--- src/rtl/modexp_ctrl_if.sv ---
// Request/result handshake bundle between the RSA front end and modexp_ctrl.
// master = front end (issues requests, consumes results), slave = modexp_ctrl.
interface modexp_ctrl_if #(
  parameter int BIT  = 8,
  parameter int EBIT = 8
);
  logic            req_valid;
  logic            req_ready;
  logic [BIT-1:0]  base;
  logic [EBIT-1:0] exp;
  logic [BIT-1:0]  modn;
  logic            res_valid;
  logic            res_ready;
  logic [BIT-1:0]  result;
  logic            err;

  modport master (
    output req_valid, base, exp, modn, res_ready,
    input  req_ready, res_valid, result, err
  );

  modport slave (
    input  req_valid, base, exp, modn, res_ready,
    output req_ready, res_valid, result, err
  );
endinterface

--- src/rtl/modexp_ctrl.sv ---
// Left-to-right square-and-multiply sequencer computing base^exp mod modn,
// time-sharing one external shift-subtract Modulo unit for every reduction.
module modexp_ctrl #(
  parameter int BIT  = 8,
  parameter int EBIT = 8,
  parameter int WDOG = 4
) (
  input  logic             clk,
  input  logic             rst,
  modexp_ctrl_if.slave     bus,
  output logic             mod_start,
  input  logic             mod_busy,
  output logic [BIT-1:0]   mod_c,
  output logic [BIT:0]     mod_hreg,
  output logic [BIT-1:0]   mod_lreg,
  input  logic [BIT-1:0]   mod_m
);

  localparam int IW = $clog2(EBIT) + 1;
  localparam int WW = $clog2(WDOG + 1);
  localparam logic PH_SQ = 1'b0;
  localparam logic PH_ML = 1'b1;

  typedef enum logic [2:0] {
    S_IDLE   = 3'd0,
    S_MUL    = 3'd1,
    S_MSTART = 3'd2,
    S_MWAIT  = 3'd3,
    S_DONE   = 3'd4
  } state_e;

  state_e           state_r, state_nxt_s;
  logic             fail_s;

  logic [BIT-1:0]   b_r, b_nxt_s;
  logic [BIT-1:0]   n_r, n_nxt_s;
  logic [BIT-1:0]   r_r, r_nxt_s;
  logic [EBIT-1:0]  e_r, e_nxt_s;
  logic [2*BIT-1:0] p_r, p_nxt_s;
  logic [IW-1:0]    idx_r, idx_nxt_s;
  logic             phase_r, phase_nxt_s;
  logic [WW-1:0]    wdog_r, wdog_nxt_s;

  logic             req_ready_r, req_ready_nxt_s;
  logic             res_valid_r, res_valid_nxt_s;
  logic             mod_start_r, mod_start_nxt_s;
  logic             err_r, err_nxt_s;
  logic [BIT-1:0]   result_r, result_nxt_s;

  logic             bad_s, unit_s, ebit_s, last_s, wdog_exp_s;
  logic [2*BIT-1:0] mul_a_s, mul_b_s;

  // Operand screening: modulus 0 or base not below modulus cannot be reduced in one pass.
  assign bad_s      = (bus.modn == {BIT{1'b0}}) || (bus.base >= bus.modn);
  assign unit_s     = (bus.modn == {{(BIT-1){1'b0}}, 1'b1});
  assign ebit_s     = e_r[idx_r[IW-2:0]];
  assign last_s     = (idx_r == {IW{1'b0}});
  assign wdog_exp_s = (wdog_r == WW'(WDOG - 1));
  assign mul_a_s    = {{BIT{1'b0}}, r_r};
  assign mul_b_s    = (phase_r == PH_ML) ? {{BIT{1'b0}}, b_r} : {{BIT{1'b0}}, r_r};

  // State register.
  always_ff @(posedge clk) begin
    if (rst) begin
      state_r <= S_IDLE;
    end else begin
      state_r <= state_nxt_s;
    end
  end

  // Next-state decision, including which DONE entries are error exits.
  always_comb begin
    state_nxt_s = state_r;
    fail_s      = 1'b0;
    case (state_r)
      S_IDLE: begin
        if (bus.req_valid) begin
          if (bad_s) begin
            state_nxt_s = S_DONE;
            fail_s      = 1'b1;
          end else if (unit_s) begin
            state_nxt_s = S_DONE;
          end else begin
            state_nxt_s = S_MUL;
          end
        end else begin
          state_nxt_s = S_IDLE;
        end
      end
      S_MUL: state_nxt_s = S_MSTART;
      S_MSTART: begin
        if (mod_busy) begin
          state_nxt_s = S_MWAIT;
        end else if (wdog_exp_s) begin
          state_nxt_s = S_DONE;
          fail_s      = 1'b1;
        end else begin
          state_nxt_s = S_MSTART;
        end
      end
      S_MWAIT: begin
        if (!mod_busy) begin
          if ((phase_r == PH_SQ) && ebit_s) begin
            state_nxt_s = S_MUL;
          end else if (last_s) begin
            state_nxt_s = S_DONE;
          end else begin
            state_nxt_s = S_MUL;
          end
        end else begin
          state_nxt_s = S_MWAIT;
        end
      end
      S_DONE: begin
        if (bus.res_ready) begin
          state_nxt_s = S_IDLE;
        end else begin
          state_nxt_s = S_DONE;
        end
      end
      default: state_nxt_s = S_IDLE;
    endcase
  end

  // Datapath next values: operand capture, product, accumulator, bit walk, watchdog.
  always_comb begin
    b_nxt_s     = b_r;
    e_nxt_s     = e_r;
    n_nxt_s     = n_r;
    r_nxt_s     = r_r;
    p_nxt_s     = p_r;
    idx_nxt_s   = idx_r;
    phase_nxt_s = phase_r;
    wdog_nxt_s  = wdog_r;
    case (state_r)
      S_IDLE: begin
        if (bus.req_valid) begin
          b_nxt_s     = bus.base;
          e_nxt_s     = bus.exp;
          n_nxt_s     = bus.modn;
          r_nxt_s     = (bad_s || unit_s) ? {BIT{1'b0}} : {{(BIT-1){1'b0}}, 1'b1};
          idx_nxt_s   = IW'(EBIT - 1);
          phase_nxt_s = PH_SQ;
        end else begin
          r_nxt_s = r_r;
        end
      end
      S_MUL: begin
        p_nxt_s    = mul_a_s * mul_b_s;
        wdog_nxt_s = {WW{1'b0}};
      end
      S_MSTART: begin
        if (!mod_busy) begin
          wdog_nxt_s = wdog_r + WW'(1);
        end else begin
          wdog_nxt_s = wdog_r;
        end
      end
      S_MWAIT: begin
        // The remainder is taken in the first cycle busy is seen low.
        if (!mod_busy) begin
          r_nxt_s = mod_m;
          if ((phase_r == PH_SQ) && ebit_s) begin
            phase_nxt_s = PH_ML;
          end else if (!last_s) begin
            idx_nxt_s   = idx_r - IW'(1);
            phase_nxt_s = PH_SQ;
          end else begin
            phase_nxt_s = phase_r;
          end
        end else begin
          r_nxt_s = r_r;
        end
      end
      S_DONE:  r_nxt_s = r_r;
      default: r_nxt_s = r_r;
    endcase
  end

  // Output decode from the next state so every port comes straight from a flop.
  always_comb begin
    req_ready_nxt_s = (state_nxt_s == S_IDLE);
    res_valid_nxt_s = (state_nxt_s == S_DONE);
    mod_start_nxt_s = (state_nxt_s == S_MSTART) || (state_nxt_s == S_MWAIT);
    if (state_nxt_s != S_DONE) begin
      err_nxt_s    = 1'b0;
      result_nxt_s = {BIT{1'b0}};
    end else if (state_r == S_DONE) begin
      err_nxt_s    = err_r;
      result_nxt_s = result_r;
    end else begin
      err_nxt_s    = fail_s;
      result_nxt_s = fail_s ? {BIT{1'b0}} : r_nxt_s;
    end
  end

  // Datapath and output registers.
  always_ff @(posedge clk) begin
    if (rst) begin
      b_r         <= {BIT{1'b0}};
      e_r         <= {EBIT{1'b0}};
      n_r         <= {BIT{1'b0}};
      r_r         <= {BIT{1'b0}};
      p_r         <= {(2*BIT){1'b0}};
      idx_r       <= {IW{1'b0}};
      phase_r     <= PH_SQ;
      wdog_r      <= {WW{1'b0}};
      req_ready_r <= 1'b1;
      res_valid_r <= 1'b0;
      mod_start_r <= 1'b0;
      err_r       <= 1'b0;
      result_r    <= {BIT{1'b0}};
    end else begin
      b_r         <= b_nxt_s;
      e_r         <= e_nxt_s;
      n_r         <= n_nxt_s;
      r_r         <= r_nxt_s;
      p_r         <= p_nxt_s;
      idx_r       <= idx_nxt_s;
      phase_r     <= phase_nxt_s;
      wdog_r      <= wdog_nxt_s;
      req_ready_r <= req_ready_nxt_s;
      res_valid_r <= res_valid_nxt_s;
      mod_start_r <= mod_start_nxt_s;
      err_r       <= err_nxt_s;
      result_r    <= result_nxt_s;
    end
  end

  assign bus.req_ready = req_ready_r;
  assign bus.res_valid = res_valid_r;
  assign bus.result    = result_r;
  assign bus.err       = err_r;
  assign mod_start     = mod_start_r;
  assign mod_c         = n_r;
  assign mod_hreg      = {1'b0, p_r[2*BIT-1:BIT]};
  assign mod_lreg      = p_r[BIT-1:0];

  modexp_ctrl_chk #(.BIT(BIT)) u_chk (
    .clk       (clk),
    .rst       (rst),
    .req_ready (req_ready_r),
    .res_valid (res_valid_r),
    .res_ready (bus.res_ready),
    .result    (result_r),
    .err       (err_r),
    .mod_start (mod_start_r),
    .mod_hreg  (mod_hreg),
    .mod_c     (mod_c)
  );

endmodule

// Protocol properties of modexp_ctrl: result hold, idle/done exclusivity,
// Modulo kept cleared outside reductions, and the single-pass precondition.
module modexp_ctrl_chk #(
  parameter int BIT = 8
) (
  input logic           clk,
  input logic           rst,
  input logic           req_ready,
  input logic           res_valid,
  input logic           res_ready,
  input logic [BIT-1:0] result,
  input logic           err,
  input logic           mod_start,
  input logic [BIT:0]   mod_hreg,
  input logic [BIT-1:0] mod_c
);
  a_hold: assert property (@(posedge clk) disable iff (rst)
    (res_valid && !res_ready) |=> (res_valid && $stable(result) && $stable(err)));
  a_excl: assert property (@(posedge clk) disable iff (rst)
    !(req_ready && res_valid));
  a_idle_clear: assert property (@(posedge clk) disable iff (rst)
    (req_ready || res_valid) |-> !mod_start);
  a_single_pass: assert property (@(posedge clk) disable iff (rst)
    mod_start |-> (mod_hreg < {1'b0, mod_c}));
endmodule

--- src/flat_wrapper.sv ---
// flat-port wrapper written by rule: the top's interface ports become plain ports
module modexp_ctrl_flat 
#(
  parameter int BIT  = 8,
  parameter int EBIT = 8,
  parameter int WDOG = 4
)
  (clk, rst, mod_start, mod_busy, mod_c, mod_hreg, mod_lreg, mod_m, bus_req_valid, bus_base, bus_exp, bus_modn, bus_res_ready, bus_req_ready, bus_res_valid, bus_result, bus_err);
  modexp_ctrl_if #(.BIT(BIT), .EBIT(EBIT)) bus_i ();
  input  logic clk;
  input  logic rst;
  output logic mod_start;
  input  logic mod_busy;
  output logic [BIT-1:0] mod_c;
  output logic [BIT:0] mod_hreg;
  output logic [BIT-1:0] mod_lreg;
  input  logic [BIT-1:0] mod_m;
  input wire logic [$bits(bus_i.req_valid)-1:0] bus_req_valid;
  input wire logic [$bits(bus_i.base)-1:0] bus_base;
  input wire logic [$bits(bus_i.exp)-1:0] bus_exp;
  input wire logic [$bits(bus_i.modn)-1:0] bus_modn;
  input wire logic [$bits(bus_i.res_ready)-1:0] bus_res_ready;
  output wire logic [$bits(bus_i.req_ready)-1:0] bus_req_ready;
  output wire logic [$bits(bus_i.res_valid)-1:0] bus_res_valid;
  output wire logic [$bits(bus_i.result)-1:0] bus_result;
  output wire logic [$bits(bus_i.err)-1:0] bus_err;
  assign bus_i.req_valid = bus_req_valid;
  assign bus_i.base = bus_base;
  assign bus_i.exp = bus_exp;
  assign bus_i.modn = bus_modn;
  assign bus_i.res_ready = bus_res_ready;
  assign bus_req_ready = bus_i.req_ready;
  assign bus_res_valid = bus_i.res_valid;
  assign bus_result = bus_i.result;
  assign bus_err = bus_i.err;
  modexp_ctrl #(.BIT(BIT), .EBIT(EBIT), .WDOG(WDOG)) u_core (.clk(clk), .rst(rst), .bus(bus_i), .mod_start(mod_start), .mod_busy(mod_busy), .mod_c(mod_c), .mod_hreg(mod_hreg), .mod_lreg(mod_lreg), .mod_m(mod_m));
endmodule
--- config.mk ---
export PLATFORM = sky130hd
export DESIGN_NAME = modexp_ctrl_flat
export DESIGN_NICKNAME = d
export VERILOG_FILES = /design/src/rtl/modexp_ctrl_if.sv /design/src/rtl/modexp_ctrl.sv /design/src/flat_wrapper.sv
export SDC_FILE = /design/constraint.sdc
export NUM_CORES = 1
export LEC_CHECK = 0
export CORE_ASPECT_RATIO = 1.25
export CORE_MARGIN = 4
export CORE_UTILIZATION = 25
export CTS_CLUSTER_SIZE = 16
export DETAILED_ROUTE_END_ITERATION = 8
export GPL_TIMING_DRIVEN = 1
export PLACE_DENSITY = 0.45
export SLEW_MARGIN = 20
export SYNTH_ARGS = -nofsm -noshare
export SYNTH_HDL_FRONTEND = slang
export SYNTH_SLANG_ARGS = --single-unit
export TNS_END_PERCENT = 1
--- constraint.sdc ---
create_clock -name clk -period 7.5 [get_ports clk]
set_input_delay 1.5 -clock clk [delete_from_list [all_inputs] [get_ports clk]]
set_output_delay 1.5 -clock clk [all_outputs]
set_load 0.01 [all_outputs]
**Run 1: the metal 2 layer**

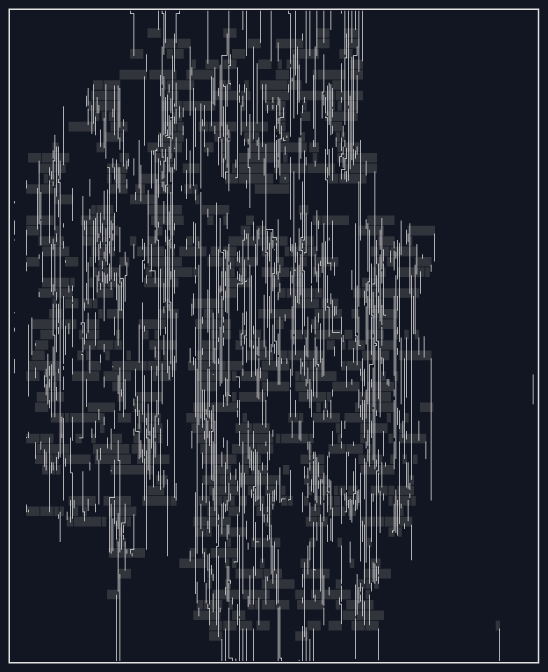
nets with wire on the layer: 688
main direction: vertical
wire length on this layer: 7930 µm
share of all routed wire: 55%

**Run 1: cell placement**

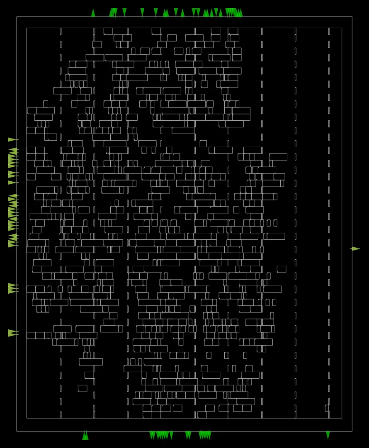
core area: 0.0208 mm²
flop share of the area: 21.7%
sequential cells: 71
# Taps: 274
Fillers: 2193

==> results.py, run 1 <==
# Flow results
metrics = {
    "worst_setup_path": {
        "reg2reg_depth": 16,
        "end_kind": "flop",
        "cp_num_buf_inv": 3,
        "crit_chain": "mux2i_1 -> nand2b_1 -> fa_1 -> fa_1 -> inv_1 -> fa_1 -> inv_1 -> fa_1 -> inv_1 -> ha_1 -> o21ai_0 -> a21oi_1 -> o21ai_0 -> o21ai_0 -> xnor2_1 -> a211oi_1",
        "r2r_end": "u_core.p_r[15]",
        "cp.required_ns": 7.75,
        "cp_num_cells": 16,
        "crit_start": "u_core.phase_r",
        "r2r-start": "u_core.phase_r",
        "critical_path.max_stage_delay_ns": 0.64,
        "crit_top_cell": "fa_1",
        "critPathMaxFanout": 9,
    },
    "timing": {
        "fin_crit_ns": 5.19,
        "period_used_pct": 69.2,
        "hold_slack_ns": 0.453,
    },
    "power_and_ir_drop": {
        "p_comb_share_pct": 14.9,
        "intPower_mw": 0.779,
        "power.density_mw_per_mm2": 161,
        "power_switching_mw": 0.278,
        "p_comb_mw": 0.158,
    },
    "placement": {
        "post-dp-hpwl_um": 11200,
        "portBuffers": 72,
        "place_inst": 932,
    },
    "final_layout": {
        "inverters": 66,
        "buf_share_pct": 11.3,
        "clkCellAreaFrac_pct": 5.08,
        "largest-register": "u_core.p_r",
        "final_common_cell": "nand2_1",
        "nNetsFinal": 790,
        "largest_reg_flops": 16,
        "largest_class": "combinational gates",
        "comb-cell-share_pct": 53.0,
        "drive_gt1_share_pct": 4.30,
        "nNonClkBuffers": 75,
    },
    "yosys": {
        "synth_warnings": 0,
        "ys_seq_share_pct": 26.9,
        "edf_count": 0,
        "mux_area_share_pct": 3.67,
        "synth_top_area_share_pct": 26.9,
    },
    "status": {
        "outcome": "complete, no violations",
    },
    "route": {
        "drt_wl_total_um": 14300,
        "ant_nets": 0,
        "wl_met3_um": 407,
        "dr_wl_met2_um": 7930,
    },
    "hold_path": {
        "hp-class": "reg -> reg",
    },
    "cts": {
        "clockBufferDepth": 2,
        "cts_tree": "yes",
    },
    "global_routing": {
        "grt_pass1_vias": 4631,
    },
    "floorplan": {
        "rows": 59,
    },
}
**Run 1: cells coloured by class**

The bar under the picture is 50 µm long.
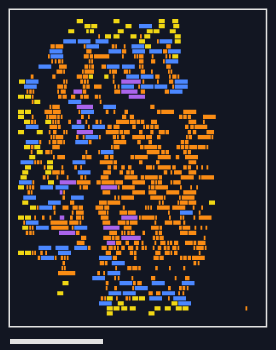
[blue] flops | cells: 71 | share of their area: 23%
[orange] all other logic | cells: 512 | share of their area: 60%
[yellow] other buffers and delay cells | cells: 75 | share of their area: 12%
[purple] clock drivers and dummy loads | cells: 16 | share of their area: 5.4%

**Run 1: gate-type map**

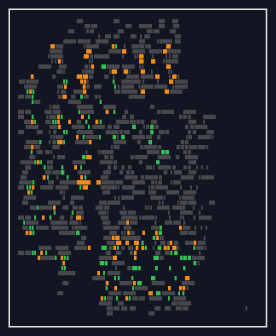
[orange] inverting AOI/OAI gates | cells: 96 | most used: a21oi_1
[green] NAND gates | cells: 111 | most used: nand2_1

==> run 2, diff against run 1 <==
--- a/config.mk
+++ b/config.mk
@@ -11,7 +11,7 @@
 export CTS_CLUSTER_SIZE = 16
 export DETAILED_ROUTE_END_ITERATION = 8
 export GPL_TIMING_DRIVEN = 1
-export PLACE_DENSITY = 0.45
+export PLACE_DENSITY = 0.46
 export SLEW_MARGIN = 20
 export SYNTH_ARGS = -nofsm -noshare
 export SYNTH_HDL_FRONTEND = slang
==> constraint.sdc (replaced) <==
create_clock -name clk -period 4.3 [get_ports clk]
set_input_delay 0.86 -clock clk [delete_from_list [all_inputs] [get_ports clk]]
set_output_delay 0.86 -clock clk [all_outputs]
set_load 0.01 [all_outputs]
**Run 2: cell placement**

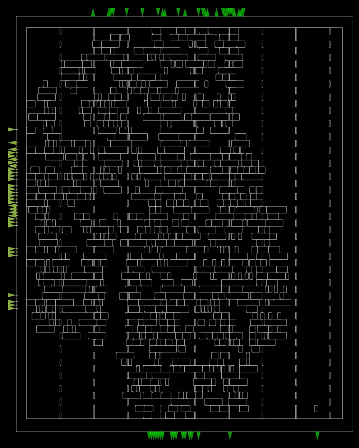
Final Core Density: 34.6%
num rows: 59
Fillers: 2184
flop share of the area: 19.8%

==> results.py, run 2 <==
# Flow results
metrics = {
    "final_layout": {
        "seq_area_mm2": 0.00143,
        "seq_cell_count": 71,
        "buf_share_pct": 16.1,
        "comb-cell-share_pct": 51.4,
        "largest_reg_flops": 16,
        "drive_gt1_share_pct": 15.9,
        "largest_class": "combinational gates",
        "final_common_cell": "nand2_1",
        "final_area_mm2": 0.00720,
        "largest-register": "u_core.p_r",
        "nNetsFinal": 841,
        "nNonClkBuffers": 126,
        "clkCellAreaFrac_pct": 4.48,
        "inverters": 66,
    },
    "placement": {
        "post-dp-hpwl_um": 11800,
        "place_inst": 975,
        "portBuffers": 72,
    },
    "worst_setup_path": {
        "cp_num_buf_inv": 4,
        "r2r-start": "u_core.phase_r",
        "critPathMaxFanout": 6,
        "reg2reg_depth": 16,
        "crit_start": "u_core.phase_r",
        "cp_num_cells": 16,
        "crit_chain": "buf_12 -> mux2i_4 -> nand2b_4 -> fa_1 -> fa_1 -> inv_2 -> fa_1 -> inv_1 -> fa_1 -> inv_2 -> ha_4 -> and4_1 -> a21o_1 -> a311oi_2 -> or4_1 -> nand3_1",
        "crit_type": "reg -> reg",
        "crit_top_cell": "fa_1",
        "r2r_end": "u_core.p_r[14]",
        "cp.required_ns": 4.57,
        "end_kind": "flop",
        "critical_path.max_stage_delay_ns": 0.53,
    },
    "yosys": {
        "ys.flops": 71,
        "ys_seq_share_pct": 26.9,
        "synth.area.top_cells": "dfxtp_1, fa_1, ha_1",
        "edf_count": 0,
        "synth_top_area_share_pct": 26.9,
        "mux_area_share_pct": 3.67,
        "ys_cells": 616,
        "synth_warnings": 0,
    },
    "route": {
        "dr_wl_met2_um": 8110,
        "first_pass_iters": 5,
        "wl_met3_um": 349,
        "wire_per_inst_um": 14.8,
        "ant_nets": 0,
        "drt_wl_total_um": 14800,
    },
    "timing": {
        "fin_skew_ns": 0.0105,
        "period_used_pct": 104,
        "finalSetupViolCount": 6,
        "hold_slack_ns": 0.454,
        "fin_crit_ns": 4.48,
        "setup_ws_ns": -0.179,
        "hold_viol": 0,
    },
    "power_and_ir_drop": {
        "p_comb_share_pct": 16.3,
        "power_switching_mw": 0.504,
        "power.density_mw_per_mm2": 256,
        "peakVddDrop_mv": 0.154,
        "intPower_mw": 1.34,
        "p_comb_mw": 0.300,
    },
    "run": {
        "timing.max_cap.violations": 0,
    },
    "cts": {
        "clockBufferDepth": 2,
        "cts_tree": "yes",
    },
    "hold_path": {
        "hold_depth": 2,
        "hold_end": "u_core.e_r[7]",
        "hp-class": "reg -> reg",
    },
    "floorplan": {
        "io_pins": 74,
        "tap_cells": 274,
        "coreArea_mm2": 0.0208,
    },
    "status": {
        "outcome": "finished, violations left",
        "failed_checks": "setup timing",
    },
    "global_routing": {
        "grt_pass1_vias": 4778,
    },
}
**Run 2: cells coloured by class**

The bar under the picture is 50 µm long.
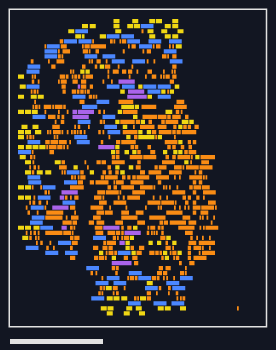
[yellow] other buffers and delay cells | cells: 126 | share of their area: 17%
[purple] clock drivers and dummy loads | cells: 16 | share of their area: 4.7%
[blue] flops | cells: 71 | share of their area: 21%
[orange] all other logic | cells: 512 | share of their area: 58%

==> run 3, diff against run 2 <==
--- a/config.mk
+++ b/config.mk
@@ -11,6 +11,7 @@
 export CTS_CLUSTER_SIZE = 16
 export DETAILED_ROUTE_END_ITERATION = 8
 export GPL_TIMING_DRIVEN = 1
+export MAX_ROUTING_LAYER = met4
 export PLACE_DENSITY = 0.46
 export SLEW_MARGIN = 20
 export SYNTH_ARGS = -nofsm -noshare
**Run 3: clock wires, drivers and flops**

The bar under the picture is 50 µm long.
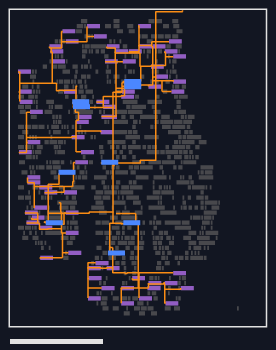
[orange] clock wires | length: 1210 µm
[purple] flip-flops | count: 71
[blue] cells driving clock nets | count: 9
routed clock nets: 10

==> results.py, run 3 <==
# Flow results
metrics = {
    "status": {
        "outcome": "finished, violations left",
        "failed_checks": "setup timing",
    },
    "power_and_ir_drop": {
        "intPower_mw": 1.34,
        "peakVddDrop_mv": 0.224,
        "power_switching_mw": 0.497,
    },
    "final_layout": {
        "largest_class": "combinational gates",
        "seq_area_mm2": 0.00143,
        "final_common_cell": "nand2_1",
        "inverters": 66,
        "fillers": 2181,
        "drive_gt1_share_pct": 14.7,
        "comb-cell-share_pct": 51.8,
        "largest-register": "u_core.p_r",
        "seq_cell_count": 71,
        "final_area_mm2": 0.00717,
        "nNetsFinal": 836,
        "buf_share_pct": 15.7,
        "largest_reg_flops": 16,
    },
    "timing": {
        "fin_skew_ns": 0.00957,
        "period_used_pct": 103,
        "finalSetupViolCount": 5,
        "fin_crit_ns": 4.45,
        "setup_ws_ns": -0.149,
    },
    "worst_setup_path": {
        "crit_type": "reg -> reg",
        "crit_start": "u_core.phase_r",
        "r2r-start": "u_core.phase_r",
        "cp_num_buf_inv": 5,
        "crit_top_cell": "fa_1",
        "cp.required_ns": 4.57,
        "cp_num_cells": 17,
        "critPathMaxFanout": 5,
    },
    "yosys": {
        "synth_top_area_share_pct": 26.9,
        "edf_count": 0,
        "mux_area_share_pct": 3.67,
        "synth.area.top_cells": "dfxtp_1, fa_1, ha_1",
        "synth_warnings": 0,
    },
    "cts": {
        "cts_tree": "yes",
        "clockBufferDepth": 2,
    },
    "route": {
        "wl_met3_um": 278,
        "wire_per_inst_um": 14.8,
    },
    "floorplan": {
        "tap_cells": 274,
        "coreArea_mm2": 0.0208,
    },
    "placement": {
        "post-dp-hpwl_um": 11700,
        "place_inst": 976,
    },
    "global_routing": {
        "grt_pass1_vias": 4877,
    },
}
**Run 3: cells coloured by class**

The bar under the picture is 50 µm long.
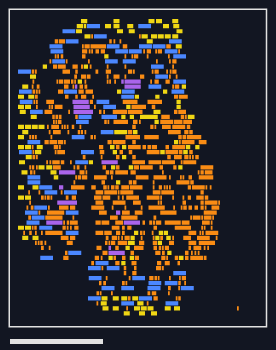
[yellow] other buffers and delay cells | cells: 121 | share of their area: 17%
[orange] all other logic | cells: 512 | share of their area: 58%
[purple] clock drivers and dummy loads | cells: 16 | share of their area: 4.6%
[blue] flops | cells: 71 | share of their area: 21%

